**config.mk**
```make
export PLATFORM = sky130hd
export DESIGN_NAME = hsid_x_obi_mem_wr_flat
export DESIGN_NICKNAME = d
export VERILOG_FILES = /design/src/rtl/hsid_pkg.sv /design/src/rtl/hsid_x_obi_inf_pkg.sv /design/src/rtl/hsid_x_obi_mem_wr_if.sv /design/src/rtl/hsid_x_obi_outstanding_cnt.sv /design/src/rtl/hsid_x_obi_mem_wr.sv /design/src/flat_wrapper.sv
export SDC_FILE = /design/constraint.sdc
export NUM_CORES = 1
export LEC_CHECK = 0
export CAP_MARGIN = 25
export CORE_ASPECT_RATIO = 1.4
export CORE_MARGIN = 2
export CORE_UTILIZATION = 45
export CTS_CLUSTER_DIAMETER = 100
export DETAILED_ROUTE_END_ITERATION = 8
export GPL_ROUTABILITY_DRIVEN = 0
export PLACE_DENSITY = 0.73
export SLEW_MARGIN = 20
export SYNTH_ARGS = -nofsm -noshare
export SYNTH_HDL_FRONTEND = slang
export SYNTH_SLANG_ARGS = --single-unit
```
**constraint.sdc**
```tcl
create_clock -name clk -period 2.8 [get_ports clk]
set_input_delay 0.28 -clock clk [delete_from_list [all_inputs] [get_ports clk]]
set_output_delay 0.28 -clock clk [all_outputs]
set_load 0.01 [all_outputs]
```
**src/rtl/hsid_pkg.sv**
```systemverilog
// rtl/hsid_pkg.sv - shared HSID datapath constants
// Ports: none (package).
package hsid_pkg;

  localparam int HSID_WORD_WIDTH       = 32;
  localparam int HSID_MEM_ACCESS_WIDTH = 16;
  // Byte stride between consecutive word addresses.
  localparam int HSID_WORD_BYTES       = HSID_WORD_WIDTH / 8;

endpackage

```
**src/rtl/hsid_x_obi_inf_pkg.sv**
```systemverilog
// rtl/hsid_x_obi_inf_pkg.sv - OBI request/response types and memory-writer state encoding
// Ports: none (package).
package hsid_x_obi_inf_pkg;

  import hsid_pkg::*;

  typedef struct packed {
    logic                       req;
    logic                       we;
    logic [HSID_WORD_BYTES-1:0] be;
    logic [HSID_WORD_WIDTH-1:0] addr;
    logic [HSID_WORD_WIDTH-1:0] wdata;
  } obi_req_t;

  typedef struct packed {
    logic gnt;
    logic rvalid;
    logic err;
  } obi_resp_t;

  typedef enum logic [1:0] {
    WR_IDLE  = 2'd0,
    WR_WRITE = 2'd1,
    WR_DONE  = 2'd2,
    WR_CLEAR = 2'd3
  } hsid_x_obi_mem_wr_state_t;

endpackage

```
**src/rtl/hsid_x_obi_mem_wr_if.sv**
```systemverilog
// rtl/hsid_x_obi_mem_wr_if.sv - OBI bus plus input word stream of the memory writer
// Signals: obi_req/obi_rsp (OBI channel), data_in/data_in_valid/data_in_ready (word stream).
// Modports: master = the writer block, slave = memory side and word producer.
interface hsid_x_obi_mem_wr_if;

  import hsid_pkg::*;
  import hsid_x_obi_inf_pkg::*;

  obi_req_t                   obi_req;
  obi_resp_t                  obi_rsp;
  logic [HSID_WORD_WIDTH-1:0] data_in;
  logic                       data_in_valid;
  logic                       data_in_ready;

  modport master (
    output obi_req,
    output data_in_ready,
    input  obi_rsp,
    input  data_in,
    input  data_in_valid
  );

  modport slave (
    input  obi_req,
    input  data_in_ready,
    output obi_rsp,
    output data_in,
    output data_in_valid
  );

endinterface

```
**src/rtl/hsid_x_obi_outstanding_cnt.sv**
```systemverilog
// rtl/hsid_x_obi_outstanding_cnt.sv - up/down counter of granted writes awaiting rvalid
// Ports: clk, rst_n; inc_i (req && gnt), dec_i (rvalid); count_o (current), count_next_o (after this edge).
module hsid_x_obi_outstanding_cnt #(
  parameter int MAX = 2
) (
  input  logic                       clk,
  input  logic                       rst_n,
  input  logic                       inc_i,
  input  logic                       dec_i,
  output logic [$clog2(MAX+1)-1:0]   count_o,
  output logic [$clog2(MAX+1)-1:0]   count_next_o
);

  localparam int W = $clog2(MAX + 1);

  logic [W-1:0] count_q;
  logic [W-1:0] count_d;
  logic         dec_eff;

  // A response with nothing outstanding is spurious and dropped.
  assign dec_eff = dec_i && (count_q != '0);

  always_comb begin
    count_d = count_q;
    if (inc_i && !dec_eff) begin
      count_d = (count_q == W'(MAX)) ? count_q : count_q + W'(1);
    end else if (!inc_i && dec_eff) begin
      count_d = count_q - W'(1);
    end
  end

  always_ff @(posedge clk or negedge rst_n) begin
    if (!rst_n) count_q <= '0;
    else        count_q <= count_d;
  end

  assign count_o      = count_q;
  assign count_next_o = count_d;

endmodule

```
**src/rtl/hsid_x_obi_mem_wr.sv**
```systemverilog
// rtl/hsid_x_obi_mem_wr.sv - OBI write initiator storing a word stream to consecutive addresses
// Ports: clk, rst_n; bus (master: obi_req/obi_rsp, data_in stream); initial_addr, limit (sampled on start);
//        start, clear (control); idle, ready, done (state flags); err (sticky bus error).
module hsid_x_obi_mem_wr
  import hsid_pkg::*;
  import hsid_x_obi_inf_pkg::*;
#(
  parameter int WORD_WIDTH       = HSID_WORD_WIDTH,
  parameter int MEM_ACCESS_WIDTH = HSID_MEM_ACCESS_WIDTH,
  parameter int MAX_OUTSTANDING  = 2
) (
  input  logic                        clk,
  input  logic                        rst_n,
  hsid_x_obi_mem_wr_if.master         bus,
  input  logic [WORD_WIDTH-1:0]       initial_addr,
  input  logic [MEM_ACCESS_WIDTH-1:0] limit,
  input  logic                        start,
  input  logic                        clear,
  output logic                        idle,
  output logic                        ready,
  output logic                        done,
  output logic                        err
);

  localparam int CW = $clog2(MAX_OUTSTANDING + 1);

  hsid_x_obi_mem_wr_state_t    state_q;
  logic [WORD_WIDTH-1:0]       addr_q;
  logic [MEM_ACCESS_WIDTH-1:0] limit_q;
  logic [MEM_ACCESS_WIDTH-1:0] issued_q;
  obi_req_t                    req_q;
  logic                        err_q;

  logic          pending;
  logic          gnt_now;
  logic          rsp_now;
  logic          beat;
  logic          drained;
  logic [CW-1:0] outst;
  logic [CW-1:0] outst_next;

  assign pending = req_q.req;
  assign gnt_now = pending && bus.obi_rsp.gnt;
  assign rsp_now = bus.obi_rsp.rvalid && (outst != '0);

  hsid_x_obi_outstanding_cnt #(
    .MAX(MAX_OUTSTANDING)
  ) u_outstanding (
    .clk          (clk),
    .rst_n        (rst_n),
    .inc_i        (gnt_now),
    .dec_i        (bus.obi_rsp.rvalid),
    .count_o      (outst),
    .count_next_o (outst_next)
  );

  // A grant this cycle frees the request register for a new beat; the
  // post-edge outstanding count must leave room for that beat. A beat is
  // never taken alongside clear so an abort cannot launch one more write.
  assign bus.data_in_ready = (state_q == WR_WRITE) && !clear
                          && (issued_q < limit_q)
                          && (!pending || bus.obi_rsp.gnt)
                          && (int'(outst_next) < MAX_OUTSTANDING);
  assign beat = bus.data_in_valid && bus.data_in_ready;

  // Nothing in flight after this edge (only evaluated where no beat can be taken).
  assign drained = !(pending && !bus.obi_rsp.gnt) && (outst_next == '0);

  always_ff @(posedge clk or negedge rst_n) begin
    if (!rst_n) begin
      state_q  <= WR_IDLE;
      addr_q   <= '0;
      limit_q  <= '0;
      issued_q <= '0;
      req_q    <= '0;
      err_q    <= 1'b0;
    end else begin
      if (beat) begin
        req_q    <= '{req: 1'b1, we: 1'b1, be: '1, addr: addr_q, wdata: bus.data_in};
        addr_q   <= addr_q + WORD_WIDTH'(HSID_WORD_BYTES);
        issued_q <= issued_q + MEM_ACCESS_WIDTH'(1);
      end else if (gnt_now) begin
        req_q <= '0;
      end

      if (rsp_now && bus.obi_rsp.err) err_q <= 1'b1;

      unique case (state_q)
        WR_IDLE: begin
          if (clear) begin
            err_q <= 1'b0;
          end else if (start) begin
            state_q  <= WR_WRITE;
            addr_q   <= initial_addr;
            limit_q  <= limit;
            issued_q <= '0;
            err_q    <= 1'b0;
          end
        end
        WR_WRITE: begin
          if (clear) begin
            state_q <= WR_CLEAR;
            err_q   <= 1'b0;
          end else if ((issued_q == limit_q) && drained) begin
            state_q <= WR_DONE;
          end
        end
        WR_DONE: begin
          if (clear) begin
            state_q <= WR_CLEAR;
            err_q   <= 1'b0;
          end else begin
            state_q <= WR_IDLE;
          end
        end
        WR_CLEAR: begin
          if (drained) state_q <= WR_IDLE;
        end
        default: state_q <= WR_IDLE;
      endcase
    end
  end

  assign bus.obi_req = req_q;
  assign idle        = (state_q == WR_IDLE);
  assign ready       = (state_q == WR_WRITE);
  assign done        = (state_q == WR_DONE);
  assign err         = err_q;

endmodule

```
**src/flat_wrapper.sv**
```systemverilog
// flat-port wrapper written by rule: the top's interface ports become plain ports
module hsid_x_obi_mem_wr_flat import hsid_pkg::*; import hsid_x_obi_inf_pkg::*;
#(
  parameter int WORD_WIDTH       = HSID_WORD_WIDTH,
  parameter int MEM_ACCESS_WIDTH = HSID_MEM_ACCESS_WIDTH,
  parameter int MAX_OUTSTANDING  = 2
)
  (clk, rst_n, initial_addr, limit, start, clear, idle, ready, done, err, bus_obi_req, bus_data_in_ready, bus_obi_rsp, bus_data_in, bus_data_in_valid);
  hsid_x_obi_mem_wr_if bus_i ();
  input  logic clk;
  input  logic rst_n;
  input  logic [WORD_WIDTH-1:0] initial_addr;
  input  logic [MEM_ACCESS_WIDTH-1:0] limit;
  input  logic start;
  input  logic clear;
  output logic idle;
  output logic ready;
  output logic done;
  output logic err;
  output wire logic [$bits(bus_i.obi_req)-1:0] bus_obi_req;
  output wire logic [$bits(bus_i.data_in_ready)-1:0] bus_data_in_ready;
  input wire logic [$bits(bus_i.obi_rsp)-1:0] bus_obi_rsp;
  input wire logic [$bits(bus_i.data_in)-1:0] bus_data_in;
  input wire logic [$bits(bus_i.data_in_valid)-1:0] bus_data_in_valid;
  assign bus_obi_req = bus_i.obi_req;
  assign bus_data_in_ready = bus_i.data_in_ready;
  assign bus_i.obi_rsp = bus_obi_rsp;
  assign bus_i.data_in = bus_data_in;
  assign bus_i.data_in_valid = bus_data_in_valid;
  hsid_x_obi_mem_wr #(.WORD_WIDTH(WORD_WIDTH), .MEM_ACCESS_WIDTH(MEM_ACCESS_WIDTH), .MAX_OUTSTANDING(MAX_OUTSTANDING)) u_core (.clk(clk), .rst_n(rst_n), .bus(bus_i), .initial_addr(initial_addr), .limit(limit), .start(start), .clear(clear), .idle(idle), .ready(ready), .done(done), .err(err));
endmodule
```
==> run_1/clk_routes.png <==
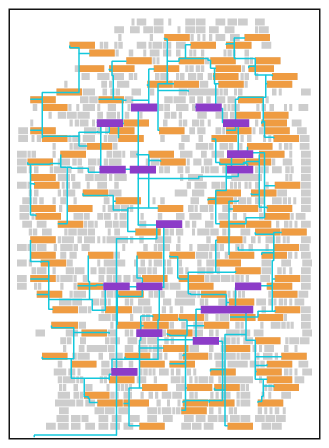
Key: clock drivers = purple [count 17]; flip-flops = orange [count 134]; clock wires = cyan [length 1760 um]
There are 18 routed clock nets. Position of the flops: all over the die.
Setup Skew: 0.00922 ns
clock latency reported for the late side of the worst-skew pair: 0.41 ns
Clock Power: 2.31 mW
share of power burned in the clock network: 27.0%

==> run_1/layer_met1.png <==
Supply wires on this layer in grey. Cells faint in the background.
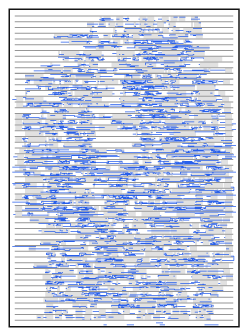
901 nets have wire on it. The layer holds 41% of the routed length. The wires run mostly horizontal. The layer carries 6780 um of wire. The longest straight run is 33.6 um.
via count: 5650
final routed wirelength across all metal layers: 16.5 mm
GRT met1 Usage: 26.6%

==> run_1/placement_by_type.png <==
The bar under the picture is 20 um long.
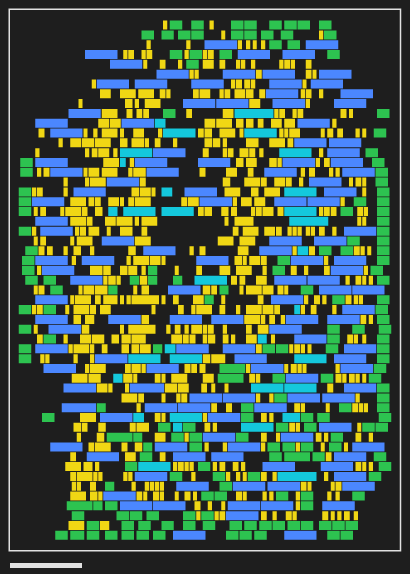
Key: clock drivers and dummy loads = cyan [cells 32]; combinational and other logic = yellow [cells 569]; sequential cells = blue [cells 134]; remaining buffers and delay cells = green [cells 181]

==> run_1/sizes.png <==
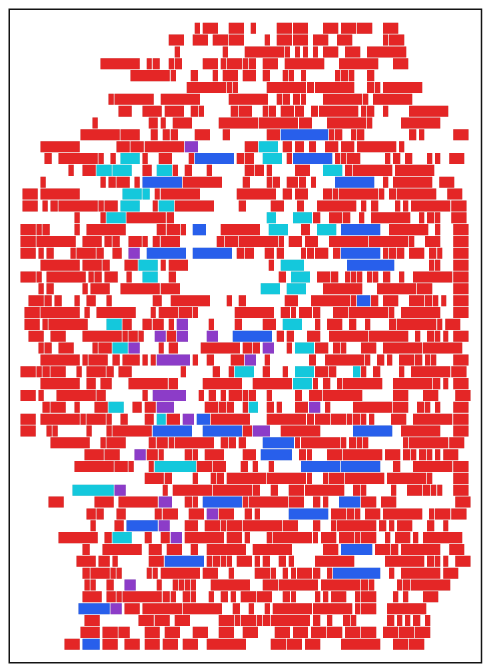
Key: _2 cells = cyan [cells 36, share 3.9%, most used nor4_2]; _3 and _4 cells = purple [cells 23, share 2.5%, most used buf_4]; _6 and larger = blue [cells 30, share 3.3%, most used clkbuf_16]; _0 and _1 cells = red [cells 827, share 90%, most used nand2_1]
design area: 9270 um^2
area added between synthesis and finish: 35.8%
number of ordinary and repair buffers in the finished layout: 181
Setup WS post-layout: 0.162 ns

==> results.rst, run 1 <==
Synthesis and place-and-route
=============================

.. list-table::
   :header-rows: 1

   * - Metric
     - Value
   * - Timing-limited maximum frequency
     - 379 MHz
   * - Flip-flop count of the largest register, all copies and words added
     - 65
   * - Number of max-capacitance violations reported
     - 0
   * - First-pass GRT wire length
     - about 27 mm
   * - Distinct lib cells
     - 46
   * - Share of synthesized cell area in and-or and or-and compound cells
     - 11.1%
   * - Fraction of synthesized cell area taken by the top area cell type
     - between 40% and 50%
   * - Number of global-route vias before repair
     - between 5000 and 6000
   * - TritonCTS clock tree
     - yes
   * - Result of the run
     - finished clean
   * - Setup slack at placement
     - 0.0657 ns
   * - Count of warnings emitted by yosys
     - 0
   * - Area fraction in xor and xnor cells
     - ~5.6%
   * - Commonest Layout Cell
     - nand2_1
   * - M2 GR Usage
     - 37.8%
   * - Cell types with the highest counts after synthesis
     - 195 x nand2_1, 134 x dfrtp_1, 94 x o21ai_0
   * - Cell-by-cell listing of the critical path
     - inv_1 > ha_1 > nor2b_1 > buf_4 > or3_4 > a31oi_4 > nand4_4 > nor2_1 > clkdlybuf4s15_1
   * - Power in sequential cells
     - 3.25 mW
   * - Vias per cell
     - 5.10
   * - Wire length on met3
     - 639 um
   * - Net Switching
     - 2.91 mW
   * - Worst slew slack as a fraction of its limit
     - 52.3%
   * - Hold buffers post-CTS
     - 1
==> run_1/clocks.png <==
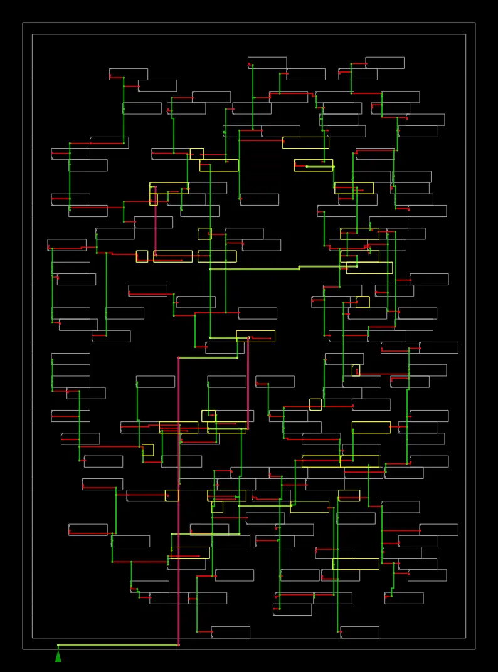

==> run 1 -> run 2 <==
CTS_BUF_LIST = sky130_fd_sc_hd__clkbuf_8   (was unset)
HOLD_SLACK_MARGIN = 0.15   (was unset)
SETUP_SLACK_MARGIN = 0.4   (was unset)
==> run_2/clocks.png <==
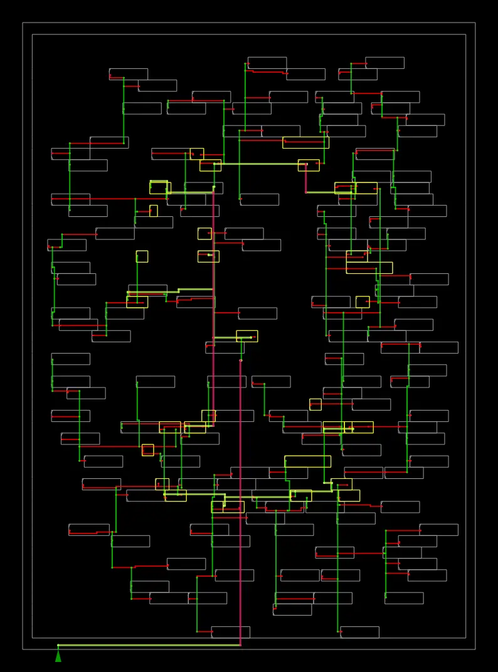
Clock Power: 1.72 mW
flop count: 134

==> run 2 against run 1 <==
Utilization is 2.2 points higher; critical endpoint is now u_core.addr_q[3]; area after synthesis stayed put; synthesized cell count stayed put; clock power is 26% lower; design area is 3.6% higher; setup slack better by 0.15 ns; routed wire length is 7.1% higher; critical path depth is 4 higher; largest cell class unchanged; via count is 2.9% higher.
==> results.rst, run 2 <==
Synthesis and place-and-route
=============================

.. list-table::
   :header-rows: 1

   * - Metric
     - Value
   * - Result of the run
     - finished clean
   * - Commonest Layout Cell
     - nand2_1
   * - Setup Skew
     - 0.0152 ns (+0.00599 ns)
   * - Setup slack at placement
     - 0.0657 ns (unchanged)
   * - Number of max-capacitance violations reported
     - 0 (unchanged)
   * - Worst slew slack as a fraction of its limit
     - 60.7% (+8.4 points)
   * - Cell-by-cell listing of the critical path
     - inv_2 > ha_4 > nor2b_1 > buf_4 > or3_4 > a31oi_4 > nand4_4 > buf_12 > nor2_4 > buf_12 > buf_12 > mux2i_1 > a21oi_1
   * - Vias per cell
     - 5.09 (-0.11%)
   * - First-pass GRT wire length
     - 27.9 mm (+1.7%)
   * - Via count
     - 5812 (+2.9%)
   * - Final routed wirelength across all metal layers
     - 17.7 mm (+7.1%)
   * - GRT met1 Usage
     - 27.8% (+1.2 points)
   * - Number of ordinary and repair buffers in the finished layout
     - 214 (+18%)
   * - TritonCTS clock tree
     - yes
   * - M2 GR Usage
     - 37.8% (about the same)
   * - Footprint of the multi-input gates
     - approximately 3300 um^2
   * - Power in sequential cells
     - 3.24 mW (about the same)
   * - Share of synthesized cell area in and-or and or-and compound cells
     - 11.1% (unchanged)
   * - Design area
     - 9600 um^2 (+3.6%)
   * - Timing-limited maximum frequency
     - 402 MHz (+6.2%)
   * - Share of power burned in the clock network
     - 20.6% (-6.4 points)
   * - Cell types with the highest counts after synthesis
     - 195 x nand2_1, 134 x dfrtp_1, 94 x o21ai_0
   * - Distinct lib cells
     - 46 (unchanged)
   * - Area fraction in xor and xnor cells
     - 5.65% (unchanged)
   * - Net Switching
     - 2.97 mW (+2.3%)
Power is estimated from default activity; no workload was simulated.
